### Clock wires, drivers and flops, run 1

Bar = 20 um.
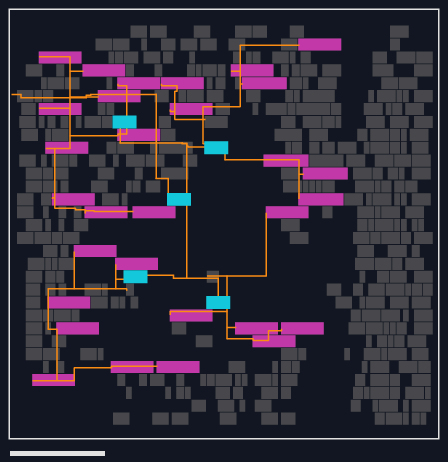
### Where the registers sit, run 1

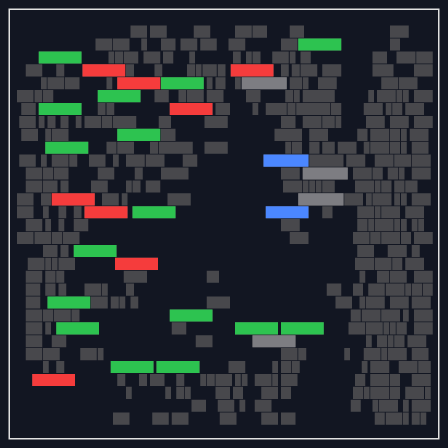
### Cells coloured by class, run 1

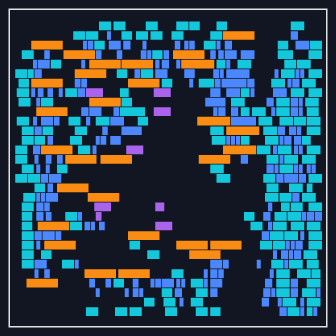
### Clock routing, run 1

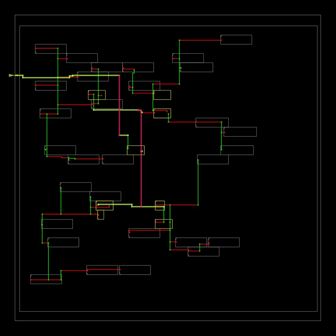
==> config.mk <==
export PLATFORM = sky130hd
export DESIGN_NAME = mem_arbiter
export DESIGN_NICKNAME = d
export VERILOG_FILES = /design/src/rtl/mem_arbiter.sv
export SDC_FILE = /design/constraint.sdc
export NUM_CORES = 1
export LEC_CHECK = 0
export ABC_AREA = 1
export CELL_PAD_IN_SITES_DETAIL_PLACEMENT = 0
export CELL_PAD_IN_SITES_GLOBAL_PLACEMENT = 1
export CORE_UTILIZATION = 21
export CTS_CLUSTER_SIZE = 25
export DETAILED_ROUTE_END_ITERATION = 10
export GPL_TIMING_DRIVEN = 0
export PLACE_DENSITY = 0.84
export REMOVE_ABC_BUFFERS = 1
export SYNTH_ARGS = -nofsm -noshare
export SYNTH_HDL_FRONTEND = slang
export SYNTH_SLANG_ARGS = --single-unit
==> constraint.sdc <==
create_clock -name clk -period 1.31 [get_ports clk]
set_input_delay 0.262 -clock clk [delete_from_list [all_inputs] [get_ports clk]]
set_output_delay 0.262 -clock clk [all_outputs]
set_load 0.02 [all_outputs]
==> flow_metrics.env, run 1 <==
# implementation run metrics
export IMPL_status="finished with violations"
export IMPL_failed_checks="setup timing"
export IMPL_cp_data_required_time_ns=1.05
export IMPL_ctsLongestPathBuffers=2
export IMPL_routed_wl_um=6750
export IMPL_die_h_um=90.2
export IMPL_cp_data_arrival_time_ns=1.19
export IMPL_crit_fanout=6
export IMPL_finalSetupViolations=51
export IMPL_synth_main_ff_cell="dfrtp_1"
export IMPL_max_slew_margin=0.521
export IMPL_ys_sh_adder=0
export IMPL_wl_met3_um=567
export IMPL_finalWeightedCongestion=0.713
export IMPL_fill_cells=703
export IMPL_switchingPower_w=0.00221
export IMPL_ys_chip_area_um2=1640
export IMPL_slew_viol_final=0
export IMPL_synth_cells=228
export IMPL_synthMuxAreaShare=0
export IMPL_crit_family="buffers and inverters"
export IMPL_fin_nets=456
export IMPL_synth_top_cell_area_share=0.444
export IMPL_cts_tree="done"
export IMPL_yosysWarnings=0
export IMPL_cp_end_kind="output port"
export IMPL_overflow=0
export IMPL_ctsHtreeMaxLevel=2
export IMPL_synthSimpleGateAreaFrac=0.372
export IMPL_worst_slack_ns=-0.141
export IMPL_met2_usage=0.270
export IMPL_critPathLaunchType="register"
export IMPL_dpl_hpwl_um=3790
export IMPL_placed_area_um2=2990
export IMPL_drive_gt1_frac=0.468
export IMPL_grtUsageMet1=0.164
export IMPL_portBuffers=131
export IMPL_yosys_cells=228
export IMPL_area_leaders="dfrtp_1, nand2_1, nand3_1"
export IMPL_finalPower_w=0.00524
About 'Clock wires, drivers and flops':
[clock wires] orange | length: 488 um
[flip-flops] magenta | count: 30
[clock drivers] cyan | count: 5
routed clock nets: 6
clk_lat worst skew: 0.28 ns
clock-net power: 0.000798 W
Setup Skew: 0.00853 ns
clock power share: 0.152

About 'Where the registers sit':
| netlist name | colour | placed flops |
|---|---|---|
| mem_addr | red | 8 |
| mem_wdata | green | 16 |
| r_state | blue | 2 |
not coloured: 4
area occupied by registers: 756 um2
Seq power: 0.00144 W
final core utilization: 0.496

About 'Cells coloured by class':
| class | colour | cells | share of their area |
|---|---|---|---|
| clock drivers and dummy loads | purple | 8 | 2.7% |
| combinational and other logic | blue | 189 | 30% |
| other buffers and delay cells | cyan | 160 | 46% |
| flops | orange | 30 | 21% |
FP Rows: 31
Design Area, Final: 3680 um2
core box area: 7410 um2
flop share of the area: 0.206

About 'Clock routing':
CTS sink cnt: 30
Clock buffer cells: 6
Num CTS Buffers: 5
seq_cells: 30

-- run 1: layout by cell type (no fill, tap or decap), drive strengths merged --
master,count
dlymetal6s2s,2
buf,67
clkinv,1
dlygate4sd2,25
nand3,49
inv,41
xor2,1
a21oi,3
o21ai,1
nor2,3
dfstp,1
dfrtp,29
a21boi,1
clkbuf,6
clkinvlp,1
clkdlybuf4s50,65
clkdlybuf4s15,1
nand2,90
-- run 1: cell type report --
cell class / instances / area (um2) / area share
repair buffers: 160 / 1620 / 0.440
multi-input cells: 148 / 915 / 0.249
flip-flops and latches: 30 / 756 / 0.206
inverters: 40 / 160 / 0.0436
well taps: 99 / 124 / 0.0337
clock buffers: 6 / 82.6 / 0.0225
clock inverters: 2 / 12.5 / 0.00340
repair inverters: 1 / 8.76 / 0.00238
-- run 1: power groups by stage --
stage	clock network (W)	registers, W	logic, W
4_1_cts	0.000831	0.00141	0.00251
2_1_floorplan	0	0.00178	0.000769
3_3_place_gp	0	0.00148	0.00231
6_report	0.000798	0.00144	0.00300
3_5_place_dp	0	0.00148	0.00233
5_1_grt	0.000876	0.00148	0.00320
-- run 1: timing repair --
action	in CTS	in global routing
pin swaps	1	4
endpoints found under the setup margin	90	60
setup buffers	19	12
gates cloned	2	2
resized	213	168
-- run 1: per-stage QoR --
step | instances | worst slack (ns) | hold slack [ns] | utilization | TNS (ns)
detailed placement | 446 | -0.719 | 0.356 | 0.403 | -32.63
CTS | 475 | -0.175 | 0.0471 | 0.431 | -3.46
global placement | 446 | -0.662 | 0.481 | 0.404 | -49.75
floorplan | 216 | 0.0395 | -0.0336 | - | 0
finish | 486 | -0.141 | 0.0274 | 0.496 | -3.09
global route | 486 | -0.176 | 0.0814 | 0.496 | -5.85
--- run 2 (diff from run 1) ---
--- a/config.mk
+++ b/config.mk
@@ -8,12 +8,13 @@
 export ABC_AREA = 1
 export CELL_PAD_IN_SITES_DETAIL_PLACEMENT = 0
 export CELL_PAD_IN_SITES_GLOBAL_PLACEMENT = 1
-export CORE_UTILIZATION = 21
-export CTS_CLUSTER_SIZE = 25
+export CORE_UTILIZATION = 23
+export CTS_CLUSTER_SIZE = 40
 export DETAILED_ROUTE_END_ITERATION = 10
 export GPL_TIMING_DRIVEN = 0
-export PLACE_DENSITY = 0.84
+export PLACE_DENSITY = 0.91
 export REMOVE_ABC_BUFFERS = 1
+export SKIP_LAST_GASP = 1
 export SYNTH_ARGS = -nofsm -noshare
 export SYNTH_HDL_FRONTEND = slang
 export SYNTH_SLANG_ARGS = --single-unit
==> constraint.sdc (replaced) <==
create_clock -name clk -period 1.7 [get_ports clk]
set_input_delay 0.34 -clock clk [delete_from_list [all_inputs] [get_ports clk]]
set_output_delay 0.34 -clock clk [all_outputs]
set_load 0.02 [all_outputs]
==> run 2 against run 1 <==
Compared with the run above: the run now ends clean; global-route usage down 0.17 points; routed wire length down 20%; synthesized cell count unchanged; setup slack better by 0.23 ns; critical path depth down 1; design area down 15%; non-clock buffer count down 24; sequential power down 24%; critical path type is now primary input to output port; largest power group unchanged; highest routed layer unchanged.
==> flow_metrics.env, run 2 <==
# implementation run metrics
export IMPL_status="complete, no violations"
export IMPL_ctsLongestPathBuffers=2
export IMPL_stdcell_count=457
export IMPL_synthSimpleGateAreaFrac=0.372
export IMPL_yosysWarnings=0
export IMPL_coreArea_um2=6830
export IMPL_clkPwrFrac=0.168
export IMPL_cts_tree="done"
export IMPL_synth_cells=228
export IMPL_numCtsBuffers=5
export IMPL_crit_fanout=2
export IMPL_crit_family="buffers and inverters"
export IMPL_rows=30
export IMPL_dpl_hpwl_um=3750
export IMPL_dp_cells=443
export IMPL_critPathLaunchType="primary input"
export IMPL_max_slew_margin=0.532
export IMPL_finalSetupViolations=0
export IMPL_fill_cells=698
export IMPL_ctsHtreeMaxLevel=2
export IMPL_finalWeightedCongestion=0.637
export IMPL_worstSkewPairLatency_ns=0.28
export IMPL_numClockSinks=30
export IMPL_ys_chip_area_um2=1640
export IMPL_cp_data_required_time_ns=1.36
export IMPL_cp_end_kind="output port"
export IMPL_cp_data_arrival_time_ns=1.27
export IMPL_synth_main_ff_cell="dfrtp_1"
export IMPL_switchingPower_w=0.00141
export IMPL_utilization=0.458
export IMPL_drive_gt1_frac=0.0693
export IMPL_die_h_um=86.3
export IMPL_area_leaders="dfrtp_1, nand2_1, nand3_1"
export IMPL_ys_sh_adder=0
export IMPL_overflow=0
export IMPL_portBuffers=131
export IMPL_hold_slack_ns=0.0999
export IMPL_yosys_cells=228
==> run 2: cell counts after synthesis <==
No cell type changed its count.
==> run 2: cell type report <==
cell class              instances  area [um2]  share of cell area
multi-input cells             147         671               0.214
flip-flops and latches         30         754               0.241
repair buffers                136        1340               0.428
clock buffers                   7        86.3              0.0276
inverters                      40         151              0.0484
well taps                      96         120              0.0384
clock inverters                 1        5.00             0.00160
==> run 2: kinds of logic after synthesis <==
group	count (synthesis)
buf+inv	52
flops	30
compound gates	4
simple gates	141
xor+xnor	1
==> run 2: power groups by stage <==
| stage | clock, W | combinational, W | sequential, W |
|---|---|---|---|
| 2_1_floorplan | 0 | 0.000593 | 0.00137 |
| 5_1_grt | 0.000649 | 0.00200 | 0.00113 |
| 3_5_place_dp | 0 | 0.00179 | 0.00114 |
| 4_1_cts | 0.000624 | 0.00185 | 0.00110 |
| 3_3_place_gp | 0 | 0.00178 | 0.00113 |
| 6_report | 0.000593 | 0.00184 | 0.00110 |
==> run 2: per-layer routing <==
metal	up-vias	global-route usage	wire length, um
li1	953	-	-
met1	865	0.157	2120
met2	103	0.276	2650
met3	4	0.0562	620
met4	0	0.0364	30
met5	-	0	0
==> run 2: what timing repair did <==
item / in CTS / in global routing
pin swaps: 0 / 0
buffers inserted: 4 / 1
gates cloned: 1 / 0
resized: 39 / 3
setup endpoints to repair: 62 / 24
==> run 2: metrics by stage <==
stage	setup slack (ns)	TNS [ns]	total power [W]	cell area [um2]
final	0.0896	0	0.00353	3130
after global routing	0.0134	0	0.00377	3130
after CTS	-0.175	-0.175	0.00357	3100
after detailed placement	-0.375	-14.79	0.00293	2980
after global placement	-0.363	-23.96	0.00291	2990
after floorplan	0.429	0	0.00197	1560
### Clock routing, run 2

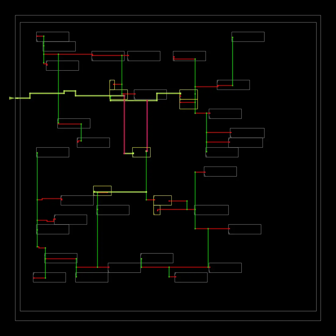
Setup Skew: 0.00545 ns
Clock buffer cells: 7

### Signal metal coverage by tile, run 2

The die is cut into 17 by 17 equal tiles; dark blue is low, red is high, scaled to the fullest tile. Values are wire area over tile area, all layers added.
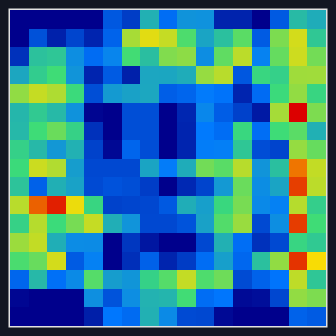
emptiest ninth of the die: centre
fullest tile: 0.37
mean over tiles: 0.12
wire per inst: 11.9 um
total routed wirelength: 5420 um
total global-route track usage: 0.148
Via Count: 1925

Power is estimated from default activity; no workload was simulated.
